**src/rtl/control_pkg.sv**
```systemverilog
// control_pkg: state encoding, MIPS opcode/funct constants and datapath mux selects
// shared by the multi-cycle control FSM and its memory wait timer.
package control_pkg;

  typedef enum logic [3:0] {
    S_FETCH    = 4'd0,
    S_DECODE   = 4'd1,
    S_MEM_ADDR = 4'd2,
    S_MEM_RD   = 4'd3,
    S_MEM_WB   = 4'd4,
    S_MEM_WR   = 4'd5,
    S_EXEC     = 4'd6,
    S_ALU_WB   = 4'd7,
    S_BRANCH   = 4'd8,
    S_JUMP     = 4'd9,
    S_ADDI_EX  = 4'd10,
    S_ADDI_WB  = 4'd11,
    S_JAL      = 4'd12,
    S_JR       = 4'd13,
    S_HALT     = 4'd15
  } state_t;

  localparam logic [5:0] OP_RTYPE = 6'b000000;
  localparam logic [5:0] OP_LW    = 6'b100011;
  localparam logic [5:0] OP_SW    = 6'b101011;
  localparam logic [5:0] OP_BEQ   = 6'b000100;
  localparam logic [5:0] OP_BNE   = 6'b000101;
  localparam logic [5:0] OP_ADDI  = 6'b001000;
  localparam logic [5:0] OP_J     = 6'b000010;
  localparam logic [5:0] OP_JAL   = 6'b000011;

  localparam logic [5:0] FUNCT_JR = 6'b001000;

  localparam logic [1:0] REG_DST_RT = 2'b00;
  localparam logic [1:0] REG_DST_RD = 2'b01;
  localparam logic [1:0] REG_DST_RA = 2'b10;

  localparam logic [1:0] MEM_TOREG_ALUOUT = 2'b00;
  localparam logic [1:0] MEM_TOREG_MDR    = 2'b01;
  localparam logic [1:0] MEM_TOREG_PC     = 2'b10;

  localparam logic [1:0] ALU_B_REG     = 2'b00;
  localparam logic [1:0] ALU_B_FOUR    = 2'b01;
  localparam logic [1:0] ALU_B_IMM     = 2'b10;
  localparam logic [1:0] ALU_B_IMM_SH2 = 2'b11;

  localparam logic [1:0] ALU_OP_ADD   = 2'b00;
  localparam logic [1:0] ALU_OP_SUB   = 2'b01;
  localparam logic [1:0] ALU_OP_FUNCT = 2'b10;

  localparam logic [1:0] PC_SRC_ALU    = 2'b00;
  localparam logic [1:0] PC_SRC_ALUOUT = 2'b01;
  localparam logic [1:0] PC_SRC_JUMP   = 2'b10;
  localparam logic [1:0] PC_SRC_REG_A  = 2'b11;

  // States that stall on the memory handshake and are watched by the timeout.
  function automatic logic is_wait_state(input state_t s);
    return (s == S_FETCH) || (s == S_MEM_RD) || (s == S_MEM_WR);
  endfunction

endpackage

```
**src/rtl/control_fsm_32_mem_wait_timer.sv**
```systemverilog
// mem_wait_timer: down-counter of consecutive stalled memory cycles; expired
// pulses on the MEM_TIMEOUT-th stalled cycle. MEM_TIMEOUT = 0 never expires.
module mem_wait_timer #(
  parameter int unsigned MEM_TIMEOUT = 16
) (
  input  logic clk,
  input  logic rst_n,
  input  logic wait_active,
  input  logic mem_ready,
  output logic expired
);

  localparam int unsigned W = (MEM_TIMEOUT < 2) ? 1 : $clog2(MEM_TIMEOUT + 1);
  localparam logic [W-1:0] LOAD = W'(MEM_TIMEOUT);
  localparam logic [W-1:0] LAST = W'(1);

  logic [W-1:0] remaining;
  logic         stalled;

  assign stalled = wait_active & ~mem_ready;

  // Leaving a wait state only happens on mem_ready, so reloading whenever not
  // stalled also covers the clear-on-state-change case.
  always_ff @(posedge clk or negedge rst_n) begin
    if (!rst_n) begin
      remaining <= LOAD;
    end else if (!stalled) begin
      remaining <= LOAD;
    end else if (remaining > LAST) begin
      remaining <= remaining - 1'b1;
    end
  end

  assign expired = (MEM_TIMEOUT != 0) && stalled && (remaining == LAST);

endmodule

```
**src/rtl/control_fsm_32.sv**
```systemverilog
// control_fsm_32: multi-cycle MIPS control FSM (fetch/decode/execute) with memory
// handshake, memory timeout and halt. Define CTRL_PERF_CNT_EN for cycle/instr counters.
//
// state    | meaning
// FETCH    | read instruction at PC, PC += 4, wait for mem_ready
// DECODE   | compute branch target, dispatch on opcode/funct
// MEM_ADDR | effective address A + imm
// MEM_RD   | load read, wait for mem_ready
// MEM_WB   | write MDR to rt
// MEM_WR   | store write, wait for mem_ready
// EXEC     | R-type ALU operation
// ALU_WB   | write ALUOut to rd
// BRANCH   | compare A/B, conditional PC load
// JUMP     | PC <= jump target
// ADDI_EX  | A + sign-ext imm
// ADDI_WB  | write ALUOut to rt
// JAL      | PC <= jump target, $31 <= PC
// JR       | PC <= A
// HALT     | fatal error, outputs idle until reset
module control_fsm_32
  import control_pkg::*;
#(
  parameter int unsigned MEM_TIMEOUT  = 16,
  parameter bit          ILLEGAL_HALT = 1'b1
) (
  input  logic        clk,
  input  logic        rst_n,
  input  logic [5:0]  opcode,
  input  logic [5:0]  funct,
  input  logic        mem_ready,
  output logic        pc_write,
  output logic        pc_write_cond,
  output logic        branch_eq,
  output logic        iord,
  output logic        ir_write,
  output logic        mem_read,
  output logic        mem_write,
  output logic [1:0]  mem_toreg,
  output logic [1:0]  reg_dst,
  output logic        reg_write,
  output logic        alu_src_a,
  output logic [1:0]  alu_src_b,
  output logic [1:0]  alu_op,
  output logic [1:0]  pc_source,
  output logic        instr_done,
  output logic        err_illegal_opcode,
  output logic        err_mem_timeout,
  output logic [3:0]  state_dbg
`ifdef CTRL_PERF_CNT_EN
  ,
  output logic [31:0] cycle_cnt,
  output logic [31:0] instr_cnt
`endif
);

  state_t state_q;
  state_t state_d;
  logic   set_illegal;
  logic   set_timeout;
  logic   wait_active;
  logic   tmo_expired;

  assign wait_active = is_wait_state(state_q);
  assign state_dbg   = state_q;

  mem_wait_timer #(
    .MEM_TIMEOUT (MEM_TIMEOUT)
  ) u_timer (
    .clk         (clk),
    .rst_n       (rst_n),
    .wait_active (wait_active),
    .mem_ready   (mem_ready),
    .expired     (tmo_expired)
  );

  always_ff @(posedge clk or negedge rst_n) begin
    if (!rst_n) begin
      state_q            <= S_FETCH;
      err_illegal_opcode <= 1'b0;
      err_mem_timeout    <= 1'b0;
    end else begin
      state_q <= state_d;
      if (set_illegal) err_illegal_opcode <= 1'b1;
      if (set_timeout) err_mem_timeout    <= 1'b1;
    end
  end

  always_comb begin
    state_d       = state_q;
    set_illegal   = 1'b0;
    set_timeout   = 1'b0;
    pc_write      = 1'b0;
    pc_write_cond = 1'b0;
    branch_eq     = 1'b0;
    iord          = 1'b0;
    ir_write      = 1'b0;
    mem_read      = 1'b0;
    mem_write     = 1'b0;
    mem_toreg     = MEM_TOREG_ALUOUT;
    reg_dst       = REG_DST_RT;
    reg_write     = 1'b0;
    alu_src_a     = 1'b0;
    alu_src_b     = ALU_B_REG;
    alu_op        = ALU_OP_ADD;
    pc_source     = PC_SRC_ALU;
    instr_done    = 1'b0;

    case (state_q)
      S_FETCH: begin
        mem_read  = 1'b1;
        alu_src_b = ALU_B_FOUR;
        // Mealy strobes are masked while reset is held so nothing is written.
        ir_write  = mem_ready & rst_n;
        pc_write  = mem_ready & rst_n;
        if (mem_ready) begin
          state_d = S_DECODE;
        end else if (tmo_expired) begin
          state_d     = S_HALT;
          set_timeout = 1'b1;
        end
      end

      S_DECODE: begin
        alu_src_b = ALU_B_IMM_SH2;
        case (opcode)
          OP_LW, OP_SW:   state_d = S_MEM_ADDR;
          OP_RTYPE:       state_d = (funct == FUNCT_JR) ? S_JR : S_EXEC;
          OP_BEQ, OP_BNE: state_d = S_BRANCH;
          OP_ADDI:        state_d = S_ADDI_EX;
          OP_J:           state_d = S_JUMP;
          OP_JAL:         state_d = S_JAL;
          default: begin
            set_illegal = 1'b1;
            state_d     = ILLEGAL_HALT ? S_HALT : S_FETCH;
          end
        endcase
      end

      S_MEM_ADDR: begin
        alu_src_a = 1'b1;
        alu_src_b = ALU_B_IMM;
        state_d   = (opcode == OP_SW) ? S_MEM_WR : S_MEM_RD;
      end

      S_MEM_RD: begin
        mem_read = 1'b1;
        iord     = 1'b1;
        if (mem_ready) begin
          state_d = S_MEM_WB;
        end else if (tmo_expired) begin
          state_d     = S_HALT;
          set_timeout = 1'b1;
        end
      end

      S_MEM_WB: begin
        reg_write  = 1'b1;
        mem_toreg  = MEM_TOREG_MDR;
        reg_dst    = REG_DST_RT;
        instr_done = 1'b1;
        state_d    = S_FETCH;
      end

      S_MEM_WR: begin
        mem_write = 1'b1;
        iord      = 1'b1;
        if (mem_ready) begin
          instr_done = 1'b1;
          state_d    = S_FETCH;
        end else if (tmo_expired) begin
          state_d     = S_HALT;
          set_timeout = 1'b1;
        end
      end

      S_EXEC: begin
        alu_src_a = 1'b1;
        alu_src_b = ALU_B_REG;
        alu_op    = ALU_OP_FUNCT;
        state_d   = S_ALU_WB;
      end

      S_ALU_WB: begin
        reg_write  = 1'b1;
        reg_dst    = REG_DST_RD;
        mem_toreg  = MEM_TOREG_ALUOUT;
        instr_done = 1'b1;
        state_d    = S_FETCH;
      end

      S_ADDI_EX: begin
        alu_src_a = 1'b1;
        alu_src_b = ALU_B_IMM;
        state_d   = S_ADDI_WB;
      end

      S_ADDI_WB: begin
        reg_write  = 1'b1;
        reg_dst    = REG_DST_RT;
        mem_toreg  = MEM_TOREG_ALUOUT;
        instr_done = 1'b1;
        state_d    = S_FETCH;
      end

      S_BRANCH: begin
        alu_src_a     = 1'b1;
        alu_src_b     = ALU_B_REG;
        alu_op        = ALU_OP_SUB;
        pc_write_cond = 1'b1;
        branch_eq     = ~opcode[0];
        pc_source     = PC_SRC_ALUOUT;
        instr_done    = 1'b1;
        state_d       = S_FETCH;
      end

      S_JUMP: begin
        pc_write   = 1'b1;
        pc_source  = PC_SRC_JUMP;
        instr_done = 1'b1;
        state_d    = S_FETCH;
      end

      S_JAL: begin
        pc_write   = 1'b1;
        pc_source  = PC_SRC_JUMP;
        reg_write  = 1'b1;
        reg_dst    = REG_DST_RA;
        mem_toreg  = MEM_TOREG_PC;
        instr_done = 1'b1;
        state_d    = S_FETCH;
      end

      S_JR: begin
        pc_write   = 1'b1;
        pc_source  = PC_SRC_REG_A;
        instr_done = 1'b1;
        state_d    = S_FETCH;
      end

      S_HALT:  state_d = S_HALT;
      default: state_d = S_HALT;
    endcase
  end

`ifdef CTRL_PERF_CNT_EN
  always_ff @(posedge clk or negedge rst_n) begin
    if (!rst_n) begin
      cycle_cnt <= '0;
      instr_cnt <= '0;
    end else begin
      if (state_q != S_HALT) cycle_cnt <= cycle_cnt + 32'd1;
      if (instr_done)        instr_cnt <= instr_cnt + 32'd1;
    end
  end
`endif

endmodule

```
**config.mk**
```make
export PLATFORM = sky130hd
export DESIGN_NAME = control_fsm_32
export DESIGN_NICKNAME = d
export VERILOG_FILES = /design/src/rtl/control_pkg.sv /design/src/rtl/control_fsm_32_mem_wait_timer.sv /design/src/rtl/control_fsm_32.sv
export SDC_FILE = /design/constraint.sdc
export NUM_CORES = 1
export LEC_CHECK = 0
export CAP_MARGIN = 20
export CORE_AREA = 3 3 51 53
export CTS_BUF_LIST = sky130_fd_sc_hd__clkbuf_16
export DETAILED_ROUTE_END_ITERATION = 7
export DIE_AREA = 0 0 54 56
export HOLD_SLACK_MARGIN = 0.06
export PLACE_DENSITY = 0.83
export SLEW_MARGIN = 20
export SYNTH_ARGS = -nofsm -noshare
export SYNTH_HDL_FRONTEND = slang
export SYNTH_SLANG_ARGS = --single-unit
```
**constraint.sdc**
```tcl
create_clock -name clk -period 5.3 [get_ports clk]
set_input_delay 1.59 -clock clk [delete_from_list [all_inputs] [get_ports clk]]
set_output_delay 1.59 -clock clk [all_outputs]
set_load 0.02 [all_outputs]
```
**Cell placement**

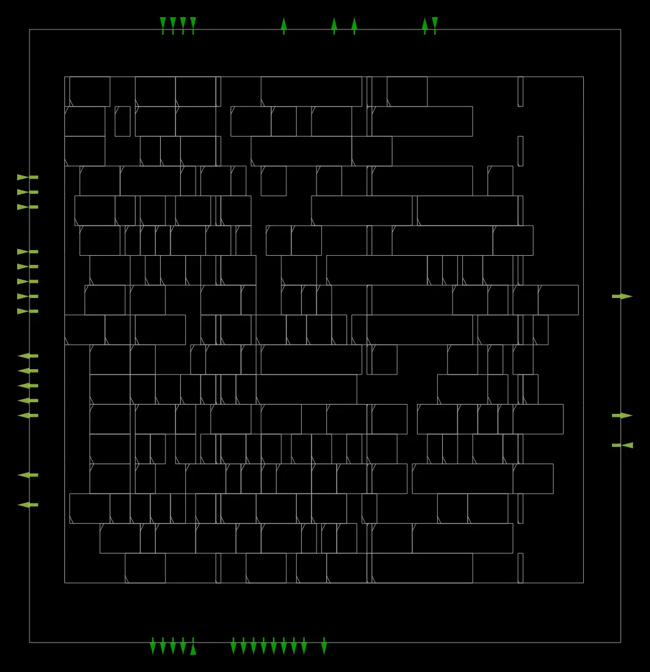
number of rows in the core area: 17
non-filler cells, final: 199
sequential portion of the cell area: 0.187
number of filler cells placed in the layout: 187

**Sequential cells colored by netlist name**

(6 px per um)
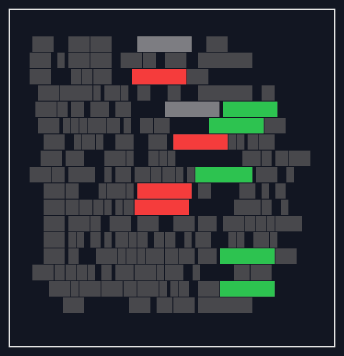
[red] state_dbg | sequential cells: 4 | where: center
[green] u_timer.remaining | sequential cells: 5

**Placed cells, one color a class**

(8 px per um)
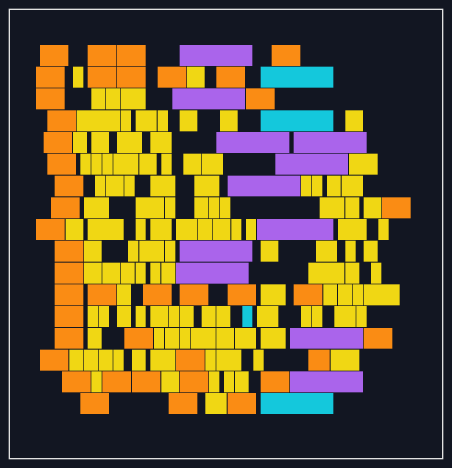
[purple] flops | cells: 11
[yellow] all other logic | cells: 115
[cyan] clock drivers and dummy loads | cells: 4
[orange] other buffers and delay cells | cells: 41

**Metal 3**

(4 px per um) Cells faint in the background.
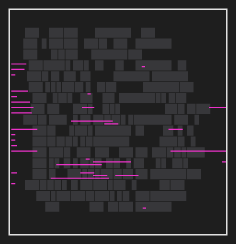
nets with wire on the layer: 27
main direction: horizontal
longest straight run: 14.3 um

-- per-stage QoR --
step                      hold slack, ps  power [uW]
after floorplan                      545        92.8
after global placement               449         108
after detailed placement             461         109
after CTS                            467         246
after global routing                 493         253
final                                462         243
-- where the power goes --
part / switching, uW / internal (uW)
combinational: 10.3 / 13.0
clock: 36.2 / 98.9
sequential: 0.185 / 84.8
total: 46.7 / 197
-- flip-flops by register name, indices dropped and copies added, names as in the netlist --
register            flops
err_illegal_opcode      1
u_timer.remaining       5
err_mem_timeout         1
state_dbg               4
-- worst paths after layout --
check                                               startpoint                                to
min in group asynchronous                                rst_n  u_timer.remaining[0]$_DFFE_PN0P_
worst max-delay path                                 mem_ready                          pc_write
worst min-delay path            err_illegal_opcode$_DFFE_PN0P_    err_illegal_opcode$_DFFE_PN0P_
worst min register to register  err_illegal_opcode$_DFFE_PN0P_    err_illegal_opcode$_DFFE_PN0P_
max in group asynchronous                                rst_n  u_timer.remaining[4]$_DFFE_PN1P_
worst max register to register          state_dbg[0]$_DFF_PN0_            state_dbg[2]$_DFF_PN0_
-- layout make-up --
cell class / count / area (um^2)
Timing Repair Buffer: 41 / 408
Multi-Input combinational cell: 107 / 647
Clock inverter: 1 / 3.75
Tap cell: 28 / 35.0
Inverter: 8 / 30.0
Sequential cell: 11 / 277
Fill cell: 187 / 716
Clock buffer: 3 / 75.1
-- cell families (layout without fill, tap and decap cells) --
| group | count (synthesis) | after routing | synth area share |
|---|---|---|---|
| AND/OR/NAND/NOR | 70 | 70 | 0.364 |
| AND-OR/OR-AND | 28 | 28 | 0.189 |
| adder cells (fa/ha/maj) | 2 | 2 | 0.0248 |
| buffers and inverters | 18 | 53 | 0.0844 |
| multiplexers | 3 | 3 | 0.0298 |
| flip-flops | 11 | 11 | 0.274 |
| XOR/XNOR | 4 | 4 | 0.0347 |
-- layout by cell type, fill, tap and decap left out, types with 2 or more instances in the layout --
cell                               n
sky130_fd_sc_hd__clkdlybuf4s50_1  40
sky130_fd_sc_hd__o31ai_1           2
sky130_fd_sc_hd__o21ai_0           7
sky130_fd_sc_hd__nor2_1           20
sky130_fd_sc_hd__nor3_1            9
sky130_fd_sc_hd__ha_1              2
sky130_fd_sc_hd__or4_1             2
sky130_fd_sc_hd__nor2b_1           5
sky130_fd_sc_hd__nand2_1          12
sky130_fd_sc_hd__dfrtp_1          10
sky130_fd_sc_hd__nor4b_1           2
sky130_fd_sc_hd__a21oi_1           7
sky130_fd_sc_hd__mux2i_1           3
sky130_fd_sc_hd__inv_1             9
sky130_fd_sc_hd__nand3_1           2
sky130_fd_sc_hd__nor4_1            3
sky130_fd_sc_hd__clkbuf_16         3
sky130_fd_sc_hd__xnor2_1           3
sky130_fd_sc_hd__or3_1             4
sky130_fd_sc_hd__nor3b_1           2
sky130_fd_sc_hd__nand2b_1          2
sky130_fd_sc_hd__a211oi_1          2
-- metal layers --
metal,track usage,vias up
li1,-,554
met1,0.234,541
met2,0.346,44
met3,0.0241,4
met4,0.0996,0
met5,0,-
==> run_results.csv <==
group,metric,value,unit
timing,finalSetupViolations,0,
placed_design,dpl_cell_area,1400,um^2
drt,wl_met3,128,um
synth,topCellsByArea,"sky130_fd_sc_hd__dfrtp_1, sky130_fd_sc_hd__nor2_1, sky130_fd_sc_hd__nor3_1",
timing,hold_violations,0,
drt,via_count,1143,
worst_setup_path,worstSetupStartpointType,"input port",
timing,post-route-worst-setup-slack,550,ps
clock_tree,numClockSinks,11,
synth,synth.top_cells.by_count,"sky130_fd_sc_hd__nor2_1, sky130_fd_sc_hd__nand2_1, sky130_fd_sc_hd__dfrtp_1",
placed_design,number_of_port_buffers,40,
synth,yosysTopAreaCellShare,0.248,
drt,drt_wl_total,2770,um
timing,timing.setup.tns,0,ps
worst_hold_path,hold_path.class,"register to register",
synth,ys_async_sr_fraction,1.00,
synth,yosys-stat-cells,136,
synth,most_numerous_cell_in_the_yosys_netlist,"sky130_fd_sc_hd__nor2_1",
timing,period_minus_slack,4750,ps
timing,timing.slew.headroom,0.321,
drt,final_antenna_net_count,0,
floorplanning,die_height,56,um
synth,postSynthSeqShare,0.274,
synth,yosys.area.top_type,"sky130_fd_sc_hd__dfrtp_1",
power,leakagePower,0.000585,uW
timing,final_min_period_over_clock_period,0.896,
global_routing,grt_remaining_overflow,0,
timing,timing.clock.skew,1.89,ps
synth,netlist_instances,136,
power,vdd_ir_drop_max,0.145,mV
synth,postSynthNetCount,153,
synth,number_of_distinct_library_cell_variants_in_the_gate_level_netlist_after_synthesis,44,
floorplanning,fp.dieW,54,um
floorplanning,io-pin-count,41,
finish,post-route-cell-area,1480,um^2
clock_tree,cts_setup_buffers,0,
worst_setup_path,cp_num_cells,4,
synth,ys_area,1010,um^2
finish,final_nets,189,
outcome,outcome,"completed",
timing,tightest_slew,1000,ps
worst_setup_path,timing.reg2reg.setup_slack,3240,ps
worst_setup_path,crit_family,"buffers and inverters",
drt,wire_per_inst,13.9,um
worst_setup_path,cp_class,"input port to primary output",
Power figures rest on the tool's default switching activity, not on a simulated workload.
